`src/rtl/awg_cmd_pkg.sv`:
```
// Shared constants and decode helpers for the AWG UART command parser.
package awg_cmd_pkg;

   // ASCII codes recognised by the parser
   localparam logic [7:0] ASC_F_UP = 8'h46;
   localparam logic [7:0] ASC_F_LO = 8'h66;
   localparam logic [7:0] ASC_A_UP = 8'h41;
   localparam logic [7:0] ASC_A_LO = 8'h61;
   localparam logic [7:0] ASC_P_UP = 8'h50;
   localparam logic [7:0] ASC_P_LO = 8'h70;
   localparam logic [7:0] ASC_W_UP = 8'h57;
   localparam logic [7:0] ASC_W_LO = 8'h77;
   localparam logic [7:0] ASC_0    = 8'h30;
   localparam logic [7:0] ASC_9    = 8'h39;
   localparam logic [7:0] ASC_CR   = 8'h0D;
   localparam logic [7:0] ASC_LF   = 8'h0A;

   // FSM state encoding
   localparam logic [1:0] ST_IDLE    = 2'd0;
   localparam logic [1:0] ST_DIGITS  = 2'd1;
   localparam logic [1:0] ST_DISCARD = 2'd2;

   // Command target; the value doubles as the bit index into upd
   typedef enum logic [1:0] {
      TGT_F = 2'd0,
      TGT_A = 2'd1,
      TGT_P = 2'd2,
      TGT_W = 2'd3
   } tgt_e;

   // err_code values
   localparam logic [1:0] ERR_NONE    = 2'd0;
   localparam logic [1:0] ERR_RANGE   = 2'd1;
   localparam logic [1:0] ERR_FORMAT  = 2'd2;
   localparam logic [1:0] ERR_TIMEOUT = 2'd3;

   function automatic logic is_digit(input logic [7:0] c);
      return (c >= ASC_0) && (c <= ASC_9);
   endfunction

   function automatic logic is_term(input logic [7:0] c);
      return (c == ASC_CR) || (c == ASC_LF);
   endfunction

   function automatic logic is_letter(input logic [7:0] c);
      return (c == ASC_F_UP) || (c == ASC_F_LO) || (c == ASC_A_UP) || (c == ASC_A_LO) ||
             (c == ASC_P_UP) || (c == ASC_P_LO) || (c == ASC_W_UP) || (c == ASC_W_LO);
   endfunction

   function automatic tgt_e letter_tgt(input logic [7:0] c);
      tgt_e t;
      case (c)
         ASC_A_UP, ASC_A_LO: t = TGT_A;
         ASC_P_UP, ASC_P_LO: t = TGT_P;
         ASC_W_UP, ASC_W_LO: t = TGT_W;
         default:            t = TGT_F;
      endcase
      return t;
   endfunction

endpackage

```
`src/rtl/strobe_sync.sv`:
```
// Two-flop synchroniser for an asynchronous strobe followed by a rising-edge
// detector. pulse_out is high for one clk cycle, two edges after async_in rises.
module strobe_sync (
   input  logic clk,
   input  logic rst_n,
   input  logic async_in,
   output logic pulse_out
);

   logic meta_q, meta_d;
   logic sync_q, sync_d;
   logic prev_q, prev_d;

   // next-state of the synchroniser chain and edge-detect history
   always_comb begin
      meta_d = async_in;
      sync_d = meta_q;
      prev_d = sync_q;
   end

   // synchroniser and history flops, synchronous active-low reset
   always_ff @(posedge clk) begin
      if (!rst_n) begin
         meta_q <= 1'b0;
         sync_q <= 1'b0;
         prev_q <= 1'b0;
      end else begin
         meta_q <= meta_d;
         sync_q <= sync_d;
         prev_q <= prev_d;
      end
   end

   assign pulse_out = sync_q & ~prev_q;

endmodule

```
`src/rtl/awg_cmd_parser.sv`:
```
// UART command parser for the AWG: decodes F/A/P/W<digits><CR|LF>, range-checks
// the value against the target width and commits it to registered outputs.
//
//   state      | meaning
//   -----------+-------------------------------------------------------------
//   ST_IDLE    | waiting for a command letter; everything else ignored
//   ST_DIGITS  | letter seen; accumulating decimal digits until terminator
//   ST_DISCARD | malformed command; swallow bytes until terminator, then err
module awg_cmd_parser
   import awg_cmd_pkg::*;
#(
   parameter int FREQ_W      = 12,
   parameter int AMP_W       = 3,
   parameter int PHASE_W     = 8,
   parameter int STATE_W     = 3,
   parameter int MAX_DIGITS  = 5,
   parameter int TIMEOUT_CYC = 50_000_000,
   parameter int RST_FREQ    = 1,
   parameter int RST_AMP     = 2,
   parameter int RST_PHASE   = 50,
   parameter int RST_STATE   = 0
) (
   input  logic               clk,
   input  logic               rst_n,
   input  logic [7:0]         cmd,
   input  logic               rd,
   output logic [STATE_W-1:0] state,
   output logic [FREQ_W-1:0]  state_freq,
   output logic [AMP_W-1:0]   state_amp,
   output logic [PHASE_W-1:0] state_phase,
   output logic [3:0]         upd,
   output logic               err,
   output logic [1:0]         err_code
);

   localparam int ACC_W = $clog2(10 ** MAX_DIGITS);
   localparam int CNT_W = $clog2(MAX_DIGITS + 1);
   localparam int TMR_W = (TIMEOUT_CYC > 2) ? $clog2(TIMEOUT_CYC) : 1;
   localparam logic [TMR_W-1:0] TMR_LOAD = TMR_W'(TIMEOUT_CYC - 1);

   logic               byte_vld;
   logic               timeout;
   logic               in_range;
   logic [ACC_W-1:0]   acc_next;

   logic [1:0]         fsm_q, fsm_d;
   tgt_e               tgt_q, tgt_d;
   logic [ACC_W-1:0]   acc_q, acc_d;
   logic [CNT_W-1:0]   cnt_q, cnt_d;
   logic [TMR_W-1:0]   tmr_q, tmr_d;
   logic [1:0]         disc_code_q, disc_code_d;
   logic [FREQ_W-1:0]  state_freq_q, state_freq_d;
   logic [AMP_W-1:0]   state_amp_q, state_amp_d;
   logic [PHASE_W-1:0] state_phase_q, state_phase_d;
   logic [STATE_W-1:0] state_q, state_d;
   logic [3:0]         upd_q, upd_d;
   logic               err_q, err_d;
   logic [1:0]         err_code_q, err_code_d;

   strobe_sync u_rd_sync (
      .clk       (clk),
      .rst_n     (rst_n),
      .async_in  (rd),
      .pulse_out (byte_vld)
   );

   // decimal shift-in and range test of the accumulated value for the current target
   always_comb begin
      acc_next = (acc_q << 3) + (acc_q << 1) + ACC_W'(cmd[3:0]);
      in_range = 1'b0;
      case (tgt_q)
         TGT_F:   in_range = (acc_q >> FREQ_W) == '0;
         TGT_A:   in_range = (acc_q >> AMP_W) == '0;
         TGT_P:   in_range = (acc_q >> PHASE_W) == '0;
         TGT_W:   in_range = (acc_q >> STATE_W) == '0;
         default: in_range = 1'b0;
      endcase
   end

   // a byte arriving on the expiry cycle wins over the timeout
   assign timeout = (fsm_q != ST_IDLE) && (tmr_q == '0) && !byte_vld;

   // parser FSM, inter-byte timer and output commit
   always_comb begin
      fsm_d         = fsm_q;
      tgt_d         = tgt_q;
      acc_d         = acc_q;
      cnt_d         = cnt_q;
      disc_code_d   = disc_code_q;
      state_freq_d  = state_freq_q;
      state_amp_d   = state_amp_q;
      state_phase_d = state_phase_q;
      state_d       = state_q;
      upd_d         = 4'b0000;
      err_d         = 1'b0;
      err_code_d    = err_code_q;

      if (fsm_q == ST_IDLE || byte_vld) begin
         tmr_d = TMR_LOAD;
      end else if (tmr_q != '0) begin
         tmr_d = tmr_q - 1'b1;
      end else begin
         tmr_d = tmr_q;
      end

      if (timeout) begin
         fsm_d      = ST_IDLE;
         err_d      = 1'b1;
         err_code_d = ERR_TIMEOUT;
      end else if (byte_vld) begin
         case (fsm_q)
            ST_IDLE: begin
               if (is_letter(cmd)) begin
                  tgt_d = letter_tgt(cmd);
                  acc_d = '0;
                  cnt_d = '0;
                  fsm_d = ST_DIGITS;
               end
            end
            ST_DIGITS: begin
               if (is_digit(cmd)) begin
                  if (cnt_q == CNT_W'(MAX_DIGITS)) begin
                     fsm_d       = ST_DISCARD;
                     disc_code_d = ERR_FORMAT;
                  end else begin
                     acc_d = acc_next;
                     cnt_d = cnt_q + 1'b1;
                  end
               end else if (is_term(cmd)) begin
                  fsm_d = ST_IDLE;
                  if (cnt_q == '0) begin
                     err_d      = 1'b1;
                     err_code_d = ERR_FORMAT;
                  end else if (!in_range) begin
                     err_d      = 1'b1;
                     err_code_d = ERR_RANGE;
                  end else begin
                     upd_d[tgt_q] = 1'b1;
                     case (tgt_q)
                        TGT_F:   state_freq_d  = FREQ_W'(acc_q);
                        TGT_A:   state_amp_d   = AMP_W'(acc_q);
                        TGT_P:   state_phase_d = PHASE_W'(acc_q);
                        default: state_d       = STATE_W'(acc_q);
                     endcase
                  end
               end else if (is_letter(cmd)) begin
                  tgt_d = letter_tgt(cmd);
                  acc_d = '0;
                  cnt_d = '0;
               end else begin
                  fsm_d       = ST_DISCARD;
                  disc_code_d = ERR_FORMAT;
               end
            end
            ST_DISCARD: begin
               if (is_term(cmd)) begin
                  fsm_d      = ST_IDLE;
                  err_d      = 1'b1;
                  err_code_d = disc_code_q;
               end
            end
            default: fsm_d = ST_IDLE;
         endcase
      end
   end

   // state and output registers, synchronous active-low reset
   always_ff @(posedge clk) begin
      if (!rst_n) begin
         fsm_q         <= ST_IDLE;
         tgt_q         <= TGT_F;
         acc_q         <= '0;
         cnt_q         <= '0;
         tmr_q         <= TMR_LOAD;
         disc_code_q   <= ERR_NONE;
         state_freq_q  <= FREQ_W'(RST_FREQ);
         state_amp_q   <= AMP_W'(RST_AMP);
         state_phase_q <= PHASE_W'(RST_PHASE);
         state_q       <= STATE_W'(RST_STATE);
         upd_q         <= 4'b0000;
         err_q         <= 1'b0;
         err_code_q    <= ERR_NONE;
      end else begin
         fsm_q         <= fsm_d;
         tgt_q         <= tgt_d;
         acc_q         <= acc_d;
         cnt_q         <= cnt_d;
         tmr_q         <= tmr_d;
         disc_code_q   <= disc_code_d;
         state_freq_q  <= state_freq_d;
         state_amp_q   <= state_amp_d;
         state_phase_q <= state_phase_d;
         state_q       <= state_d;
         upd_q         <= upd_d;
         err_q         <= err_d;
         err_code_q    <= err_code_d;
      end
   end

   assign state       = state_q;
   assign state_freq  = state_freq_q;
   assign state_amp   = state_amp_q;
   assign state_phase = state_phase_q;
   assign upd         = upd_q;
   assign err         = err_q;
   assign err_code    = err_code_q;

endmodule

```
`config.mk`:
```
export PLATFORM = sky130hd
export DESIGN_NAME = awg_cmd_parser
export DESIGN_NICKNAME = d
export VERILOG_FILES = /design/src/rtl/awg_cmd_pkg.sv /design/src/rtl/strobe_sync.sv /design/src/rtl/awg_cmd_parser.sv
export SDC_FILE = /design/constraint.sdc
export NUM_CORES = 1
export LEC_CHECK = 0
export ABC_AREA = 1
export CORE_ASPECT_RATIO = 1.4
export CORE_MARGIN = 10
export CORE_UTILIZATION = 50
export CTS_CLUSTER_DIAMETER = 80
export DETAILED_ROUTE_END_ITERATION = 10
export PLACE_DENSITY = 0.7
export SETUP_SLACK_MARGIN = 0.5
export SLEW_MARGIN = 15
export SYNTH_ARGS = -nofsm -noshare
export SYNTH_HDL_FRONTEND = slang
export SYNTH_HIERARCHICAL = 1
export SYNTH_SLANG_ARGS = --single-unit
```
`constraint.sdc`:
```
create_clock -name clk -period 4.1 [get_ports clk]
set_input_delay 1.23 -clock clk [delete_from_list [all_inputs] [get_ports clk]]
set_output_delay 1.23 -clock clk [all_outputs]
set_load 0.01 [all_outputs]
```
Fig. 1: track usage over the die
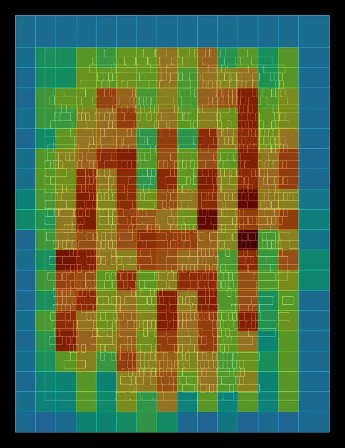
met1 Track Usage GR: 18.2%
Avg WL per Cell: 14.4 um
Final Util: 59.0%
busiest grt layer: met2

==> impl_metrics.env <==
# flow metrics
export IMPL_drive_gt1_share_pct=5.91
export IMPL_top_area_share_pct=32.8
export IMPL_hold_class="reg -> reg"
export IMPL_synth_logic_top_family="simple AND/OR/NAND/NOR gates"
export IMPL_dpl_hpwl_um=11000
export IMPL_biggestCellCategory="logic gates"
export IMPL_top_area_cell="dfxtp_1"
export IMPL_sh_comb_area_pct=49.9
export IMPL_cp_common_cell="nand2_1"
export IMPL_grt_util_met3_pct=3.45
export IMPL_crit_path_end="acc_q[8]"
export IMPL_area_growth_pct=15.6
export IMPL_ir_drop_mv=0.171
export IMPL_nWellTaps=138
export IMPL_endpoint_kind="flip-flop"
export IMPL_wl_met1_um=5320
export IMPL_drt_initial_drc_count=250
export IMPL_port_buffers=43
export IMPL_clk_pin_slew_ns=0.07
export IMPL_top_layer="met4"
export IMPL_power_share_clock_pct=47.2
export IMPL_placed_cells=951
export IMPL_outcome="finished, final reports clean"
export IMPL_yosysSeqAreaShare_pct=32.8
Fig. 2: cell classes on the final placement
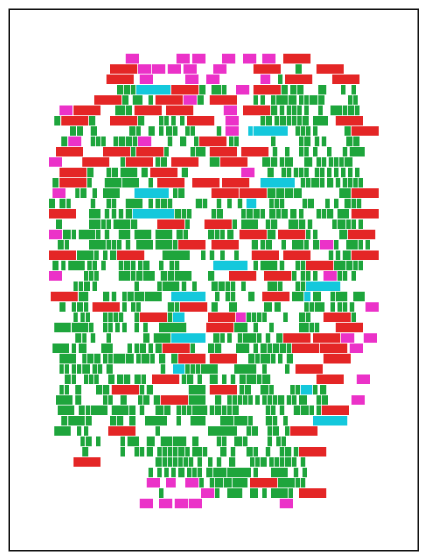
Cyan shows clock drivers and dummy loads, cells 16, share of their area 5.0%. Magenta shows remaining buffers and delay cells, cells 46, share of their area 7.6%. Red shows sequential cells, cells 87, share of their area 29%. Green shows combinational and other logic, cells 680, share of their area 58%.

[worst max-delay path, delay by kind of cell]
| kind | cells | cell delay (ns) |
|---|---|---|
| AND-OR/OR-AND | 2 | 0.42 |
| XOR/XNOR | 1 | 0.15 |
| adder cells (fa/ha/maj) | 2 | 1.02 |
| buffers and inverters | 2 | 0.61 |
| AND/OR/NAND/NOR | 3 | 0.26 |
[power groups by stage]
stage	sequential [mW]	combinational, mW	clock, mW
detailed placement	0.869	0.0736	0
global placement	0.869	0.0721	0
global route	0.850	0.0830	0.875
CTS	0.850	0.0739	0.839
floorplan	0.869	0.0472	0
finish	0.850	0.0741	0.827
[repair_timing]
action / in CTS / in global routing
hold buffers: 0 / 0
buffers inserted: 0 / 0
setup endpoints to repair: 0 / 4
gates resized: 0 / 1
